==> config.mk <==
export PLATFORM = sky130hd
export DESIGN_NAME = upcounter_ctrl
export DESIGN_NICKNAME = d
export VERILOG_FILES = /design/src/rtl/upcounter_pkg.sv /design/src/rtl/dff.sv /design/src/rtl/upcounter_nsl.sv /design/src/rtl/upcounter_ctrl.sv
export SDC_FILE = /design/constraint.sdc
export NUM_CORES = 1
export LEC_CHECK = 0
export ABC_AREA = 1
export CAP_MARGIN = 15
export CORE_MARGIN = 2
export CORE_UTILIZATION = 40
export DETAILED_ROUTE_END_ITERATION = 10
export PLACE_DENSITY = 0.73
export SETUP_SLACK_MARGIN = 0.3
export SLEW_MARGIN = 20
export SYNTH_ARGS = -nofsm -noshare
export SYNTH_HDL_FRONTEND = slang
export SYNTH_SLANG_ARGS = --single-unit
==> constraint.sdc <==
create_clock -name clk -period 4.7 [get_ports clk]
set_clock_uncertainty 0.2 [all_clocks]
set_input_delay 0.705 -clock clk [delete_from_list [all_inputs] [get_ports clk]]
set_output_delay 0.705 -clock clk [all_outputs]
set_load 0.02 [all_outputs]
==> src/rtl/upcounter_pkg.sv <==
// Shared definitions for the modulo-N up counter controller: FSM encoding and
// default sizing constants.
package upcounter_pkg;

  typedef enum logic [1:0] {
    ST_IDLE = 2'b00,
    ST_RUN  = 2'b01,
    ST_DONE = 2'b10
  } state_e;

  localparam int unsigned DEF_WIDTH    = 4;
  localparam int unsigned DEF_MOD      = 16;
  localparam int unsigned DEF_PRESCALE = 1;

endpackage

==> src/rtl/dff.sv <==
// Single-bit D flip-flop with asynchronous active-low reset; the count
// register is built from a bank of these.
module dff (
  input  logic clk,
  input  logic rstn,
  input  logic d,
  output logic q
);

  always_ff @(posedge clk or negedge rstn) begin
    if (!rstn) q <= 1'b0;
    else       q <= d;
  end

endmodule

==> src/rtl/upcounter_nsl.sv <==
// Next-count logic for the modulo-N counter: load clamp, increment/wrap,
// one-shot hold and terminal-count detect. Purely combinational.
module upcounter_nsl
  import upcounter_pkg::*;
#(
  parameter int unsigned WIDTH = DEF_WIDTH,
  parameter int unsigned MOD   = DEF_MOD
) (
  input  logic [WIDTH-1:0] count,
  input  logic             tick,
  input  logic             restart,
  input  logic             load,
  input  logic [WIDTH-1:0] load_val,
  input  logic             oneshot,
  output logic [WIDTH-1:0] count_d,
  output logic             at_term,
  output logic             wrap_stop
);

  localparam logic [WIDTH:0]   MOD_X  = (WIDTH+1)'(MOD);
  localparam logic [WIDTH:0]   LAST_X = (WIDTH+1)'(MOD - 1);
  localparam logic [WIDTH-1:0] LAST_W = WIDTH'(MOD - 1);

  logic [WIDTH:0] count_x;
  logic [WIDTH:0] load_x;
  logic [WIDTH:0] inc_x;

  always_comb begin
    count_x   = {1'b0, count};
    load_x    = {1'b0, load_val};
    inc_x     = count_x + (WIDTH+1)'(1);
    at_term   = (count_x == LAST_X);
    wrap_stop = tick && !restart && at_term && oneshot;
    count_d   = count;
    if (load) begin
      count_d = (load_x >= MOD_X) ? LAST_W : load_val;
    end else if (tick) begin
      // First tick after leaving DONE always restarts from zero.
      if (restart)      count_d = '0;
      else if (at_term) count_d = oneshot ? count : '0;
      else              count_d = WIDTH'(inc_x);
    end
  end

endmodule

==> src/rtl/upcounter_ctrl.sv <==
// Run/stop controlled modulo-N up counter with prescaled ticks, terminal-count
// pulse and busy/done status; the count lives in a bank of dff cells.
module upcounter_ctrl
  import upcounter_pkg::*;
#(
  parameter int unsigned WIDTH    = DEF_WIDTH,
  parameter int unsigned MOD      = DEF_MOD,
  parameter int unsigned PRESCALE = DEF_PRESCALE
) (
  input  logic             clk,
  input  logic             rstn,
  input  logic             start,
  input  logic             stop,
  input  logic             load,
  input  logic [WIDTH-1:0] load_val,
  input  logic             oneshot,
  output logic [WIDTH-1:0] count,
  output logic             tc,
  output logic             busy,
  output logic             done
);

  localparam int unsigned  PW         = (PRESCALE > 1) ? $clog2(PRESCALE) : 1;
  localparam logic [PW-1:0] PRESC_LAST = PW'(PRESCALE - 1);

  state_e           state_q, state_d;
  logic [PW-1:0]    presc_q, presc_d;
  logic             restart_q, restart_d;
  logic             tc_q, tc_d;
  logic             busy_q, busy_d;
  logic             done_q, done_d;
  logic             tick, at_term, wrap_stop;
  logic [WIDTH-1:0] count_d;

  // stop halts counting in the same cycle, so it also masks the tick.
  assign tick = (state_q == ST_RUN) && (presc_q == PRESC_LAST) && !load && !stop;

  upcounter_nsl #(
    .WIDTH (WIDTH),
    .MOD   (MOD)
  ) u_nsl (
    .count     (count),
    .tick      (tick),
    .restart   (restart_q),
    .load      (load),
    .load_val  (load_val),
    .oneshot   (oneshot),
    .count_d   (count_d),
    .at_term   (at_term),
    .wrap_stop (wrap_stop)
  );

  always_comb begin
    state_d   = state_q;
    restart_d = restart_q;
    if (tick || load) restart_d = 1'b0;
    case (state_q)
      ST_IDLE: begin
        if (!stop && start) state_d = ST_RUN;
      end
      ST_RUN: begin
        if (stop) begin
          state_d   = ST_IDLE;
          restart_d = 1'b0;
        end else if (wrap_stop) begin
          state_d = ST_DONE;
        end
      end
      ST_DONE: begin
        if (stop) begin
          state_d = ST_IDLE;
        end else if (start) begin
          state_d   = ST_RUN;
          restart_d = 1'b1;
        end
      end
      default: state_d = ST_IDLE;
    endcase

    if (load || tick || state_q != ST_RUN || state_d != ST_RUN) presc_d = '0;
    else                                                        presc_d = presc_q + PW'(1);

    tc_d   = tick && at_term;
    busy_d = (state_d == ST_RUN);
    done_d = (state_d == ST_DONE);
  end

  always_ff @(posedge clk or negedge rstn) begin
    if (!rstn) begin
      state_q   <= ST_IDLE;
      presc_q   <= '0;
      restart_q <= 1'b0;
      tc_q      <= 1'b0;
      busy_q    <= 1'b0;
      done_q    <= 1'b0;
    end else begin
      state_q   <= state_d;
      presc_q   <= presc_d;
      restart_q <= restart_d;
      tc_q      <= tc_d;
      busy_q    <= busy_d;
      done_q    <= done_d;
    end
  end

  for (genvar i = 0; i < WIDTH; i++) begin : g_bank
    dff u_dff (
      .clk  (clk),
      .rstn (rstn),
      .d    (count_d[i]),
      .q    (count[i])
    );
  end

  assign tc   = tc_q;
  assign busy = busy_q;
  assign done = done_q;

endmodule

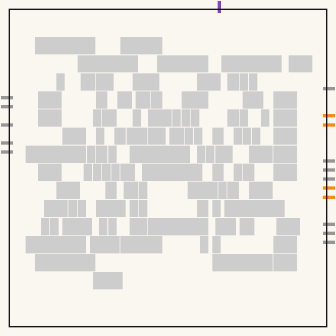
Run 1: pin map
Pins as bars across the die edge, other pins in grey.
Key: orange = `load_val` [pins 4, direction input, edge right]; purple = `tc` [pins 1, direction output, edge top]
die outline height: 47.5 um
die x size: 47.5 um

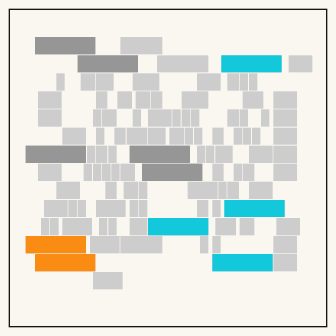
Run 1: sequential cells grouped by signal name
Key: orange = `state_q` [sequential cells 2]; cyan = `g_bank.u_dff.q` [sequential cells 4]
total sequential power: 0.130 mW
register area: 275 sq um
post-layout utilization of the core: 53.7%

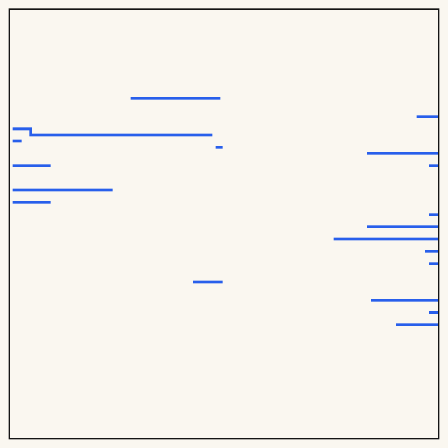
Run 1: the metal 3 layer
17 nets have wire on it. The layer holds 6.6% of the routed length. The wires run mostly horizontal.
wirelength, routed: 1490 um
DR vias: 613
met3 Resource Use GR: 7.17%

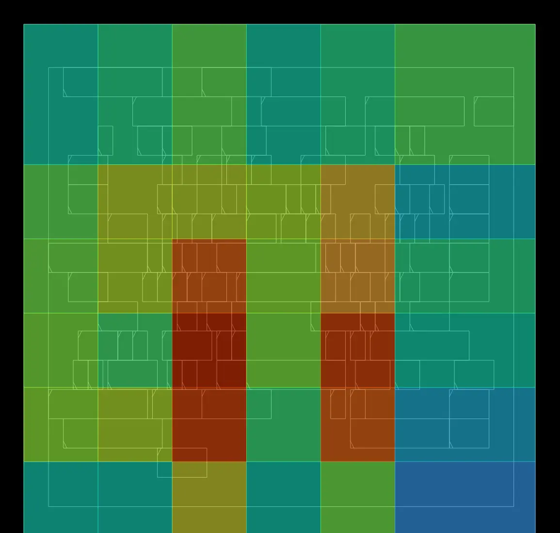
Run 1: track usage over the die
global-route track usage on met2: 25.7%
Routed wire per std cell: 11.4 um
met1 Track Usage GR: 18.2%

==> notes.md, run 1 <==
run results: run status completed, area of the die roughly 2300 sq um, count of clock-net buffers in the final layout 3, post-DP HPWL about 1100 um, Reg-to-Reg End g_bank[2].u_dff.q, Max Cap Viol 0, instance count along the most critical hold path 2, XOR/XNOR share of the synthesized area under 10%, beginning of the worst hold path restart_q, total iterations of the first detailed-routing run 2, endpoint of the worst hold-timing path restart_q, max_slew headroom 64.9%, Yosys Instances ~89, Met2 Wirelength about 700 um, share of cells above drive strength 1 between 20% and 30%, non-clock inverter total of the final layout 15, number of nets produced by synthesis roughly 100, Slew Viols, Final 0, Tot GR Track Use about 16%, CTS tree built, part of the power in the clock network between 10% and 20%, CP top delay family buffers and inverters, CP Data Arrival Time around 1300 ps, max reg flops 4, final total power 0.364 mW, number of enable-type register cells in the synthesized netlist 0
Run 1, metal layers overlaid:
Only two layers are drawn.
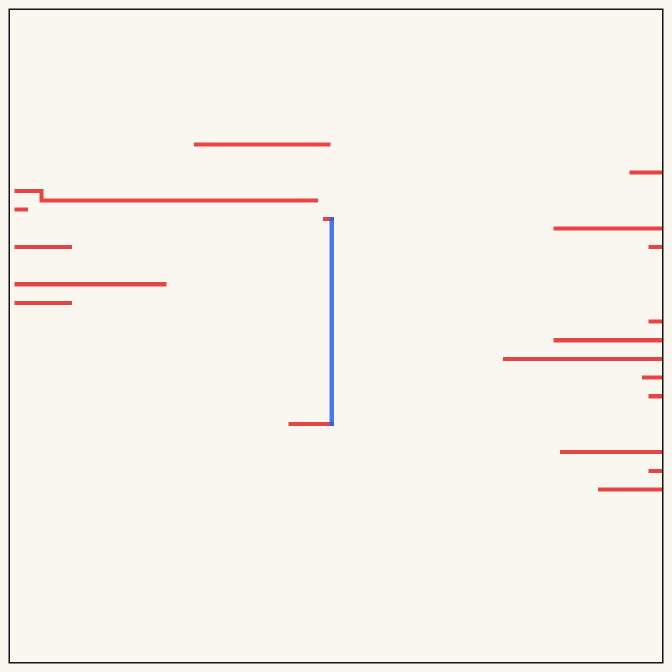

==> inputs of run 2 (changes only) <==
--- a/config.mk
+++ b/config.mk
@@ -10,7 +10,7 @@
 export CORE_MARGIN = 2
 export CORE_UTILIZATION = 40
 export DETAILED_ROUTE_END_ITERATION = 10
-export PLACE_DENSITY = 0.73
+export PLACE_DENSITY = 0.75
 export SETUP_SLACK_MARGIN = 0.3
 export SLEW_MARGIN = 20
 export SYNTH_ARGS = -nofsm -noshare
==> constraint.sdc (replaced) <==
create_clock -name clk -period 1.9 [get_ports clk]
set_clock_uncertainty 0.2 [all_clocks]
set_input_delay 0.285 -clock clk [delete_from_list [all_inputs] [get_ports clk]]
set_output_delay 0.285 -clock clk [all_outputs]
set_load 0.02 [all_outputs]
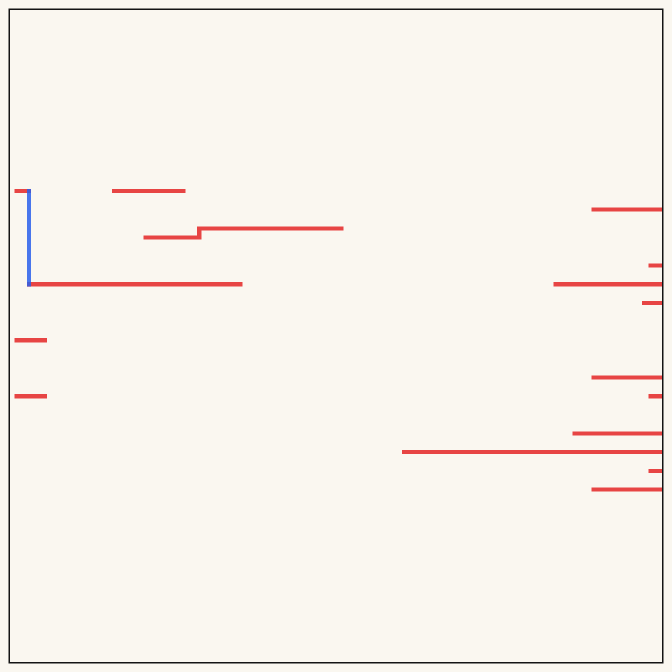
Run 2: metal layers overlaid
Only two layers are drawn.
Key: blue = M4 [wire length 6.80 um]; red = M3 [wire length 90.6 um]

==> run 2 against run 1 <==
Net effect:
- clock power up 140%
- flip-flop count unchanged
- via count up 10%
- wire length up 22%
- sequential power rose to 2.5 times the previous value
- highest routed layer unchanged
- global-route usage up 2.1 points
- final cell count up 12%
- critical path type is now register to register
- critical endpoint is now g_bank[1].u_dff.q
- first-iteration DRC count up 110%
- power rose to 2.8 times the previous value
- worst setup slack worse by 2200 ps
- largest power group unchanged
- clock-buffer cell count up 1
==> notes.md, run 2 <==
run results: die outline height between 40 and 50 um, register area 277 sq um, Met2 Wirelength between 1000 and 1500 um, run status completed, max_slew headroom 65.5%, total sequential power about 0.33 mW, number of enable-type register cells in the synthesized netlist 0, CP top delay family flip-flops, Routed wire per std cell around 12 um, post-DP HPWL between 1000 and 1500 um, cell with the largest stage delay on the worst path dfrtp_1, met3 Resource Use GR approximately 4.9%, CP Data Arrival Time around 1600 ps, XOR/XNOR share of the synthesized area under 10%, post-layout utilization of the core a little over 60%, Reg-to-Reg End g_bank[1].u_dff.q, part of the power in the clock network around 16%, number of clock buffers inserted by TritonCTS 3, die x size ~48 um, CTS tree built, total iterations of the first detailed-routing run 4, count of clock-net buffers in the final layout 4, global-route track usage on met2 37.3%, met1 Track Usage GR between 15 and 20%, Yosys Instances approximately 90, area of the die 2260 sq um, number of nets produced by synthesis between 100 and 150, Max Cap Viol 0, share of cells above drive strength 1 between 30% and 40%
Run 2, the metal 3 layer:
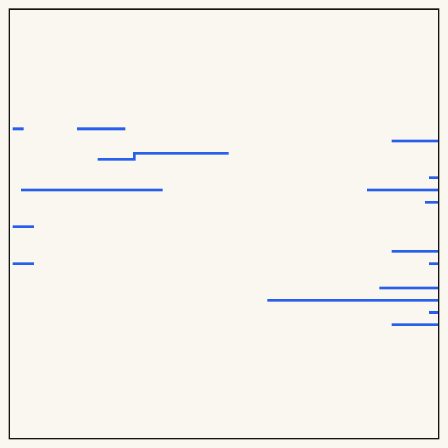

==> inputs of run 3 (changes only) <==
--- a/config.mk
+++ b/config.mk
@@ -10,7 +10,7 @@
 export CORE_MARGIN = 2
 export CORE_UTILIZATION = 40
 export DETAILED_ROUTE_END_ITERATION = 10
-export PLACE_DENSITY = 0.75
+export PLACE_DENSITY = 0.73
 export SETUP_SLACK_MARGIN = 0.3
 export SLEW_MARGIN = 20
 export SYNTH_ARGS = -nofsm -noshare
==> constraint.sdc (replaced) <==
create_clock -name clk -period 1.6 [get_ports clk]
set_clock_uncertainty 0.2 [all_clocks]
set_input_delay 0.24 -clock clk [delete_from_list [all_inputs] [get_ports clk]]
set_output_delay 0.24 -clock clk [all_outputs]
set_load 0.02 [all_outputs]
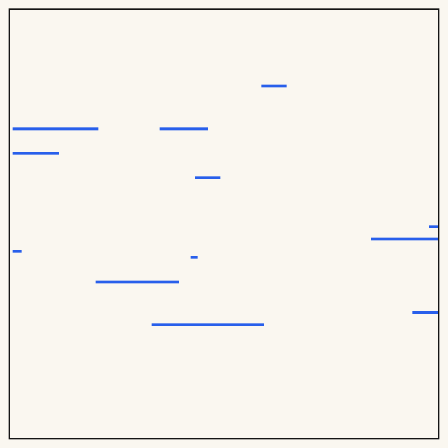
Run 3: the metal 3 layer
The wires run mostly horizontal. The layer carries 56.6 um of wire. 9 nets have wire on it.
met3 Resource Use GR: 3.40%
wirelength, routed: 1920 um
DR vias: 719

==> run 3 against run 2 <==
Net effect:
- power increased by 35%
- area after synthesis unchanged
- flip-flop count unchanged
- wire length increased by 6.1%
- combinational power increased by 51%
- worst setup slack got worse by 300 ps
- utilization increased by 7.1 points
- critical path type is now input pin to register
- critical path depth increased by 3
- final cell count increased by 2.8%
- the run now ends with negative setup slack left
- sequential share of layout area decreased by 2.6 points
==> notes.md, run 3 <==
run results: die outline height approximately 48 um, combinational power share roughly 57%, number of nets produced by synthesis between 100 and 150, initial core utilization a little over two fifths, Routed wire per std cell between 10 and 15 um, count of clock-net buffers in the final layout 4, cell with the largest stage delay on the worst path clkdlybuf4s50_1, standard cell core area approximately 1800 sq um, part of the power in the clock network approximately 14%, total power divided by cell area approximately 1100 nW/um^2, global-route track usage on met2 about a third, share of cells above drive strength 1 about half, CP top delay family simple AND/OR/NAND/NOR gates, Max Cap Viol 0, CTS tree built, total sequential power 0.392 mW, post-DP HPWL 1280 um, number of clock buffers inserted by TritonCTS 3, category of the worst setup path capture point register, final total power 1.37 mW, setup slack after layout -8.72 ps, post-layout utilization of the core between 60 and 70%, clock network share of area 2.17%, total iterations of the first detailed-routing run 6, Reg-to-Reg End busy, max_slew headroom between 60% and 70%, non-clock inverter total of the final layout 15, met1 Track Usage GR a little over a quarter, run status finished with violations, Final Setup Violations 3, number of enable-type register cells in the synthesized netlist 0, Met2 Wirelength 998 um, area of the die around 2300 sq um, failing checks negative setup slack, Top cell excl fill/tap nand2_1, max reg flops 4, die x size roughly 48 um
Power and IR drop assume default switching activity.
